--- src/rtl/uart_app_pkg.sv ---
// uart_app_pkg: shared state codes, command codes and protocol bytes for the UART app
package uart_app_pkg;
  typedef logic [2:0] state_t;
  localparam state_t S_HDR  = 3'd0;
  localparam state_t S_CMD  = 3'd1;
  localparam state_t S_ARG  = 3'd2;
  localparam state_t S_CHK  = 3'd3;
  localparam state_t S_RESP = 3'd4;
  localparam logic [7:0] CMD_SET    = 8'h01;
  localparam logic [7:0] CMD_TOGGLE = 8'h02;
  localparam logic [7:0] CMD_QUERY  = 8'h03;
  localparam logic [7:0] HDR = 8'hAA;
  localparam logic [7:0] ACK = 8'h06;
  localparam logic [7:0] NAK = 8'h15;
  function automatic logic [7:0] sat_inc(input logic [7:0] v);
    return (v == 8'hFF) ? v : v + 8'd1;
  endfunction
endpackage

--- src/rtl/uart_byte_timeout.sv ---
// uart_byte_timeout: inter-byte idle counter that pulses expire after TIMEOUT idle cycles
module uart_byte_timeout #(
  parameter logic [19:0] TIMEOUT = 20'd500_000
) (
  input  logic sys_clk,
  input  logic rst_n,
  input  logic clr,
  input  logic en,
  output logic expire
);
  logic [19:0] cnt;
  assign expire = en & ~clr & (cnt == TIMEOUT - 20'd1);
  always_ff @(posedge sys_clk)
    cnt <= (!rst_n || clr || !en || expire) ? '0 : cnt + 20'd1;
endmodule

--- src/rtl/uart_led_cmd.sv ---
// uart_led_cmd: parses HDR/CMD/ARG/CHK frames, drives breath_en and answers each frame
module uart_led_cmd
  import uart_app_pkg::*;
#(
  parameter logic [19:0] TIMEOUT = 20'd500_000
) (
  input  logic       sys_clk,
  input  logic       rst_n,
  input  logic [7:0] rx_data,
  input  logic       rx_valid,
  output logic [7:0] tx_data,
  output logic       tx_valid,
  input  logic       tx_ready,
  output logic       breath_en,
  output logic [7:0] err_cnt
);
  state_t     state;
  logic [7:0] cmd, arg;
  logic       expire, good;
  assign good = rx_data == (cmd ^ arg);
  uart_byte_timeout #(.TIMEOUT(TIMEOUT)) u_timeout (
    .sys_clk(sys_clk),
    .rst_n(rst_n),
    .clr(rx_valid),
    .en(state == S_CMD || state == S_ARG || state == S_CHK),
    .expire(expire)
  );
  always_ff @(posedge sys_clk) begin
    if (!rst_n) begin
      state     <= S_HDR;
      breath_en <= 1'b0;
      tx_valid  <= 1'b0;
      tx_data   <= 8'h00;
      err_cnt   <= 8'h00;
      cmd       <= 8'h00;
      arg       <= 8'h00;
    end else begin
      case (state)
        S_HDR: if (rx_valid && rx_data == HDR) state <= S_CMD;
        S_CMD:
          if (rx_valid) begin
            cmd   <= rx_data;
            state <= S_ARG;
          end else if (expire) begin
            state   <= S_HDR;
            err_cnt <= sat_inc(err_cnt);
          end
        S_ARG:
          if (rx_valid) begin
            arg   <= rx_data;
            state <= S_CHK;
          end else if (expire) begin
            state   <= S_HDR;
            err_cnt <= sat_inc(err_cnt);
          end
        S_CHK:
          if (rx_valid) begin
            state    <= S_RESP;
            tx_valid <= 1'b1;
            if (good && cmd == CMD_SET) begin
              breath_en <= arg[0];
              tx_data   <= ACK;
            end else if (good && cmd == CMD_TOGGLE) begin
              breath_en <= ~breath_en;
              tx_data   <= ACK;
            end else if (good && cmd == CMD_QUERY) begin
              tx_data <= {7'b1000000, breath_en};
            end else begin
              tx_data <= NAK;
              err_cnt <= sat_inc(err_cnt);
            end
          end else if (expire) begin
            state   <= S_HDR;
            err_cnt <= sat_inc(err_cnt);
          end
        S_RESP:
          if (tx_ready) begin
            tx_valid <= 1'b0;
            state    <= S_HDR;
          end
        default: state <= S_HDR;
      endcase
    end
  end
endmodule
--- config.mk ---
export PLATFORM = sky130hd
export DESIGN_NAME = uart_led_cmd
export DESIGN_NICKNAME = d
export VERILOG_FILES = /design/src/rtl/uart_app_pkg.sv /design/src/rtl/uart_byte_timeout.sv /design/src/rtl/uart_led_cmd.sv
export SDC_FILE = /design/constraint.sdc
export NUM_CORES = 1
export LEC_CHECK = 0
export CAP_MARGIN = 20
export CORE_MARGIN = 5
export CORE_UTILIZATION = 55
export CTS_CLUSTER_DIAMETER = 40
export DETAILED_ROUTE_END_ITERATION = 12
export PLACE_DENSITY = 0.78
export SKIP_CTS_REPAIR_TIMING = 1
export SKIP_LAST_GASP = 1
export SYNTH_ARGS = -nofsm -noshare
export SYNTH_HDL_FRONTEND = slang
export SYNTH_HIERARCHICAL = 1
export SYNTH_SLANG_ARGS = --single-unit
export TNS_END_PERCENT = 100
--- constraint.sdc ---
create_clock -name sys_clk -period 2.9 [get_ports sys_clk]
set_clock_uncertainty 0.2 [all_clocks]
set_input_delay 0.87 -clock sys_clk [delete_from_list [all_inputs] [get_ports sys_clk]]
set_output_delay 0.87 -clock sys_clk [all_outputs]
set_load 0.01 [all_outputs]
Figure 1. Metal 2 (run 1).
(6 px per µm)
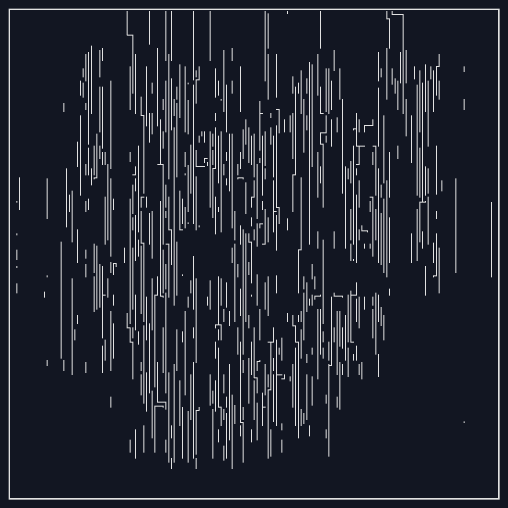
nets with wire on the layer: 305
wire length on this layer: 2,800 µm
share of all routed wire: 47%
drt total wl: 5980 µm
via count: 2,322
met2 Use GR: 0.320

Figure 2. Nets reached from selected ports (run 1).
(3 px per µm)
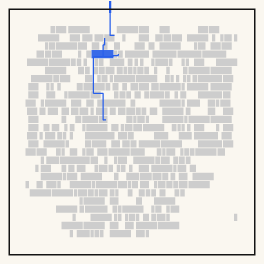
legend:
  breath_en:
    color: blue
    bits: 1
    direction: output
    end_cells: 1
    buffers: 1
    wire: 50.3 µm
PortBufs: 26
I/O Pins: 30

==> impl_metrics.csv, run 1 <==
group,metric,value,unit
flow_run,warnings,26,
worst_setup_path,crit_path_end_kind,"register",
sta,finalCriticalPeriod,2790,ps
placement,dp_cells,415,
clock_tree,clk_pin_slew,100,ps
placement,detailed_place_hpwl,4280,µm
layout,antenna_cells,0,
power_and_ir_drop,switching_share,0.219,
sta,worst_slack,110,ps
clock_tree,numCtsBuffers,5,
synthesis,yosysCellCount,314,
route,ant_nets,0,
placement,place.gp.congestion,0.850,
sta,grt_setup_unrepaired,"no",
layout,final-nonclk-buf-share,0.119,
clock_tree,insertion_delay,300,ps
layout,final_util,0.666,
power_and_ir_drop,p_switching,0.000266,W
sta,max_slew.worst_pin.slew,568,ps
layout,seq_cells,54,
layout,fin_nets,367,
power_and_ir_drop,pg_clk,0.000407,W
power_and_ir_drop,power_leader,"registers",
power_and_ir_drop,seqPwrFrac,0.610,
synthesis,edf_count,0,
synthesis,ys_dominant_reg_cell,"dfxtp_1",
worst_hold_path,min_to,"cmd[4]",
synthesis,synth.distinct_cells,50,
synthesis,ys.flops,54,
layout,final-clk-cell-share,0.0259,
synthesis,compound_area_frac,0.122,
clock_tree,cts_tree,"done",
global_route,grt_usage,0.191,
placement,dp_slack,-293,ps
layout,layout_top_cells,"54 x dfxtp_1, 37 x nor2_1, 32 x nand2_1",
worst_setup_path,critPathRequiredTime,2930,ps
power_and_ir_drop,total_power,0.00122,W
sta,hold_violations,0,
clock_tree,clock_sinks,54,
layout,layout_top_cell,"dfxtp_1",
synthesis,xor_share,0.114,
power_and_ir_drop,ir_drop,240,µV
sta,tns,0,ps
route,dr.first_iter.drc_count,147,
worst_setup_path,critPathLaunchType,"primary input",
synthesis,yosysChipArea,2800,µm²
route,viasPerCell,5.48,
worst_setup_path,cp_max_fo,4,
layout,drive_gt1_frac,0.116,
synthesis,yosys_warnings,6,
sta,report.final.slew_viol_count,0,
worst_setup_path,critPathArrivalTime,2820,ps
sta,fin_crit_sh,0.962,
layout,regArea,1080,µm²
die,n_tap_cell,70,
global_route,grt_max_degree,21,
worst_setup_path,r2r-start,"state[0]",
power_and_ir_drop,p_seq,0.000741,W
die,die-area,6620,µm²
worst_setup_path,crit_path_end,"err_cnt[2]",
synthesis,synth-simple-area-share,0.271,
power_and_ir_drop,power.leakage,1.13,nW
worst_setup_path,worst-r2r-cell-count,10,
die,die_h,81.4,µm
sta,fmax,0.358,GHz
outcome,status,"finished clean",
worst_setup_path,r2r_end,"err_cnt[2]",
route,drtPass1Iterations,4,
route,wl_per_cell,14.1,µm
layout,n_fill_cell,427,
worst_setup_path,startpoint,"rx_valid",
layout,inverters,13,
die,fp_util,0.559,
worst_hold_path,hold_depth,2,
synthesis,syn_area_per_cell,8.92,µm²
die,die_w,81.4,µm
die,coreArea,5010,µm²
power_and_ir_drop,power.internal,0.000949,W
worst_setup_path,r2r_setup_slack,190,ps
layout,syn2layout_area_growth,19.1,%
layout,logic_gates,235,
synthesis,synth_area,2800,µm²
global_route,grt_pass1_wl,9910,µm
global_route,gr-total-overflow,0,
sta,relSlewSlack,0.618,
worst_hold_path,holdCritStartpoint,"cmd[4]",
die,rows,26,
layout,clkbuf_count,6,
route,drc,0,
layout,dominant_cells,"logic gates",
power_and_ir_drop,combinationalPower,0.0000670,W
clock_tree,root_buffer,"clkbuf_8",
power_and_ir_drop,power_density,364,nW/µm²
sta,setup_violations,0,
sta,whs,288,ps
Figure 3. Pin map (run 1).
(6 px per µm) Pins as bars across the die edge, other pins in gray.
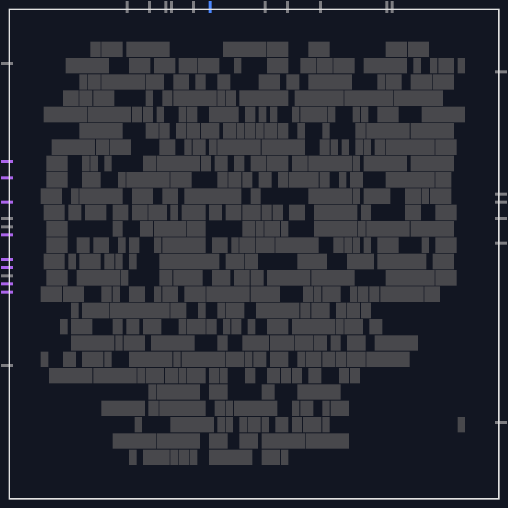
legend:
  err_cnt:
    color: purple
    pins: 8
    direction: output
    edge: left
  breath_en:
    color: blue
    pins: 1
    direction: output
    edge: top

Figure 4. Wiring by layer (run 1).
(3 px per µm) Only two layers are drawn.
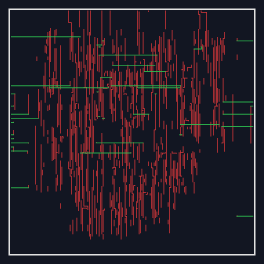
legend:
  metal 2:
    color: red
    wire_length: 2,800 µm
  metal 3:
    color: green
    wire_length: 279 µm

==> run 1: worst max-delay path, cell delays in order <==
cell	delay, ps
clkdlybuf4s50_1	460
nor2b_2	160
nand4_1	120
nor2_1	140
a31oi_1	80
nor2_4	190
o2111ai_2	210
a211oi_1	340
mux2i_1	240
==> run 1: registers in the layout, indices dropped and copies added, names as in the netlist <==
register       cells
state              3
cmd                8
tx_valid           1
breath_en          1
u_timeout/cnt     20
tx_data            5
arg                8
err_cnt            8
==> run 1: cells in the mapped netlist (2+ instances only) <==
cell type | n | share of area
xnor3_1 | 8 | 0.064
nand2_1 | 32 | 0.043
buf_2 | 6 | 0.011
and2_1 | 5 | 0.011
xnor2_1 | 12 | 0.038
mux2i_1 | 14 | 0.050
buf_4 | 4 | 0.011
a211oi_1 | 4 | 0.011
a21oi_1 | 16 | 0.029
inv_1 | 13 | 0.017
nand3_1 | 15 | 0.027
nor2b_1 | 3 | 0.0067
nor2_1 | 37 | 0.050
a31oi_1 | 6 | 0.013
and3_1 | 4 | 0.0089
or3_1 | 2 | 0.0045
o21a_1 | 2 | 0.0054
o21ai_2 | 2 | 0.0063
nand4_1 | 5 | 0.011
nand2b_1 | 6 | 0.013
nor4_1 | 5 | 0.011
nand4_2 | 2 | 0.0089
ha_1 | 2 | 0.0089
clkbuf_1 | 5 | 0.0067
xor2_1 | 4 | 0.013
nand4b_1 | 3 | 0.0094
nor3_1 | 12 | 0.021
or2_1 | 2 | 0.0045
dfxtp_1 | 54 | 0.39
o21ai_0 | 8 | 0.014
and4bb_2 | 2 | 0.0089
==> run 1: layer usage <==
layer  track usage  vias to the layer above  wire (µm)
met2         0.320                       49       2800
met4        0.0659                        0        128
li1              -                     1178          -
met1         0.243                     1083       2770
met3        0.0388                       12        278
met5             0                        -          0
==> run 1 -> run 2 <==
clock period = 2.6 ns   (was 2.9 ns; I/O delays follow)
Figure 5. Pin map (run 2).
(6 px per µm) Pins as bars across the die edge, other pins in gray.
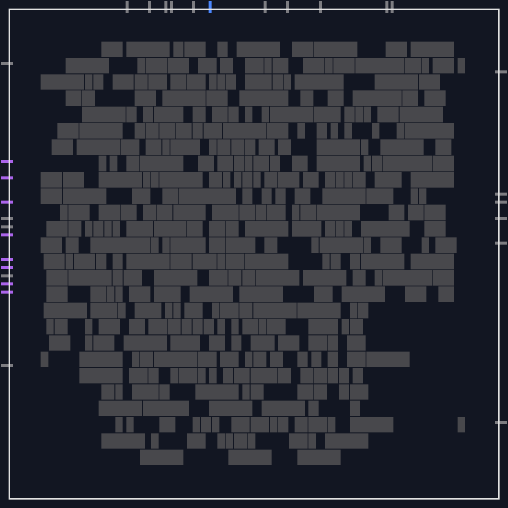
legend:
  err_cnt:
    color: purple
    pins: 8
    direction: output
    edge: left
  breath_en:
    color: blue
    pins: 1
    direction: output
    edge: top
all pins by edge: 13 left, 11 top, 6 right

==> impl_metrics.csv, run 2 <==
group,metric,value,unit
flow_run,cap_viol_max_count,0,
route,route.met2.wl,2880,µm
worst_hold_path,hold_depth,2,
die,coreArea,5010,µm²
power_and_ir_drop,p_switching,0.000285,W
worst_setup_path,critPathArrivalTime,2540,ps
global_route,grt_pass1_wl,10100,µm
synthesis,ys_dominant_reg_cell,"dfxtp_1",
synthesis,syn_area_per_cell,8.92,µm²
sta,report.final.slew_viol_count,0,
layout,largest_reg_flops,20,
clock_tree,clock_sinks,54,
worst_setup_path,r2r-start,"u_timeout/cnt[1]",
synthesis,ys.flops,54,
placement,detailed_place_hpwl,4220,µm
layout,design_area,3470,µm²
outcome,status,"finished clean",
worst_setup_path,crit_path_end_kind,"register",
route,drtPass1Iterations,4,
layout,logic_area,1670,µm²
power_and_ir_drop,power_density,391,nW/µm²
die,die-area,6620,µm²
route,met3WireLength,226,µm
power_and_ir_drop,power.internal,0.00107,W
power_and_ir_drop,seqPwrFrac,0.609,
worst_setup_path,worst-r2r-cell-count,9,
synthesis,common_cells,"54 x dfxtp_1, 37 x nor2_1, 32 x nand2_1",
sta,fmax,0.393,GHz
synthesis,most_common_cell,"dfxtp_1",
synthesis,yosys_warnings,6,
worst_hold_path,holdCritStartpoint,"cmd[4]",
power_and_ir_drop,power.leakage,1.19,nW
synthesis,synth_area,2800,µm²
die,io_pins,30,
clock_tree,numCtsBuffers,5,
die,rows,26,
global_route,grt_pass1_vias,2302,
flow_run,warnings,26,
global_route,grt_max_degree,20,
synthesis,synth.distinct_cells,50,
power_and_ir_drop,pg_clk,0.000458,W
worst_setup_path,critPathRequiredTime,2600,ps
power_and_ir_drop,p_comb_frac,0.053,
clock_tree,clk_pin_slew,90,ps
synthesis,compound_area_frac,0.122,
power_and_ir_drop,ir_drop,267,µV
synthesis,top_area_cell,"dfxtp_1",
clock_tree,root_buffer,"clkbuf_8",
synthesis,yosysTopAreaCellShare,0.386,
synthesis,synthTopCellsByArea,"dfxtp_1 39%, xnor3_1 6.4%, mux2i_1 5.0%",
worst_hold_path,hold_path_class,"reg2reg",
route,dr.first_iter.drc_count,122,
sta,setup_violations,0,
layout,final_util,0.693,
route,wl_met1,2900,µm
synthesis,syn_inst,314,
route,drc,0,
layout,layout_top_cell,"dfxtp_1",
synthesis,synth-simple-area-share,0.271,
synthesis,synthAdderAreaFrac,0.00894,
global_route,gr-total-overflow,0,
power_and_ir_drop,combinationalPower,0.0000725,W
synthesis,yosysCellCount,314,
sta,tns,0,ps
synthesis,edf_count,0,
worst_setup_path,r2r_end,"err_cnt[4]",
sta,fin_crit_sh,0.979,
synthesis,yosysChipArea,2800,µm²
worst_hold_path,min_to,"cmd[4]",
clock_tree,cts_tree,"done",
layout,largest-register,"u_timeout/cnt",
placement,numPortBuffers,26,
power_and_ir_drop,pwr-share-clk,0.338,
layout,drive_gt1_frac,0.167,
global_route,grt_antenna_before_repair,0,
clock_tree,cts_max_level,2,
layout,antenna_cells,0,
layout,syn2layout_area_growth,24.0,%
route,top_layer_used,"met4",
worst_setup_path,r2r_setup_slack,140,ps
clock_tree,clk_path_buf_depth,2,
route,ant_nets,0,
power_and_ir_drop,switching_share,0.210,
die,die_w,81.4,µm
power_and_ir_drop,power_leader,"registers",
layout,layout_top_cells,"54 x dfxtp_1, 36 x nor2_1, 32 x nand2_1",
worst_setup_path,cp_max_fo,5,
layout,fin_nets,380,
sta,max_slew.worst_pin.slew,517,ps
placement,placed_area,3310,µm²
placement,place.gp.congestion,0.842,
clock_tree,insertion_delay,300,ps
die,fp_util,0.559,
layout,n_fill_cell,411,
synthesis,async_reset_ff_frac,0,
sta,relSlewSlack,0.652,
synthesis,logic_family,"simple AND/OR/NAND/NOR gates",
sta,finalCriticalPeriod,2550,ps
worst_setup_path,critPathLaunchType,"primary input",
route,viasPerCell,5.54,
die,die_h,81.4,µm
synthesis,xor_share,0.114,
power_and_ir_drop,p_seq,0.000827,W
worst_setup_path,crit_type,"in2reg",
synthesis,postSynthSeqShare,0.386,
sta,hold_violations,0,
layout,regArea,1080,µm²
synthesis,mux_area_frac,0.0500,
Figure 6. Wiring by layer (run 2).
(3 px per µm) Only two layers are drawn.
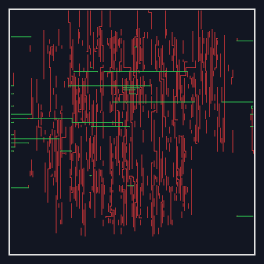
legend:
  metal 2:
    color: red
    wire_length: 2,880 µm
  metal 3:
    color: green
    wire_length: 226 µm
GRT Util Overall: 0.192
Avg WL per Cell: 14.0 µm
drt total wl: 6090 µm
via count: 2,409

run 2: cell types whose count changed in the layout (fill, tap and decap cells not counted), sizes merged:
cell / previous run / this run
buf: 18 / 31
clkinv: 2 / 0
clkdlybuf4s50: 26 / 25
dlymetal6s2s: 0 / 1
run 2: worst max path at each step:
stage,from,to,slack [ps],cells after the start
after floorplan,rx_valid,err_cnt[4],160,8
after global placement,rx_valid,err_cnt[4],-340,9
after detailed placement,rx_valid,err_cnt[7],-380,9
after CTS,rx_valid,err_cnt[7],-120,9
after global routing,rx_data[2],err_cnt[4],-3,6
final,rx_data[2],breath_en,50,6
run 2: cell families after synthesis:
group,after synthesis
buffers and inverters,28
XOR/XNOR,24
multiplexers,14
AND/OR/NAND/NOR,143
adder cells (fa/ha/maj),2
AND-OR/OR-AND,48
flip-flops,54
other,1
run 2: worst max-delay path, stage by stage:
cell             delay [ps]
clkdlybuf4s50_1         450
xnor3_1                 320
nand4_2                 190
or2_4                   330
o31a_1                  300
o21a_1                  170
run 2: routing by layer:
metal	vias up	GRT usage
li1	1201	-
met1	1160	0.256
met2	41	0.309
met3	7	0.0344
met4	0	0.0676
met5	-	0
run 2: stage by stage:
stage	std cells	total power [W]	setup WS (ps)	hold WS (ps)
floorplan	316	0.000880	157	256
global placement	426	0.000919	-339	267
detailed placement	426	0.000921	-379	271
CTS	432	0.00137	-120	284
global route	435	0.00141	-2.69	317
finish	435	0.00136	53.5	286
run 2: final cells by class:
class	count	area share
Inverter	13	0.0140
Clock buffer	6	0.0238
Multi-Input combinational cell	235	0.479
Timing Repair Buffer	57	0.146
Sequential cell	54	0.311
Tap cell	70	0.0252
Power figures rest on the tool's default switching activity, not on a simulated workload.
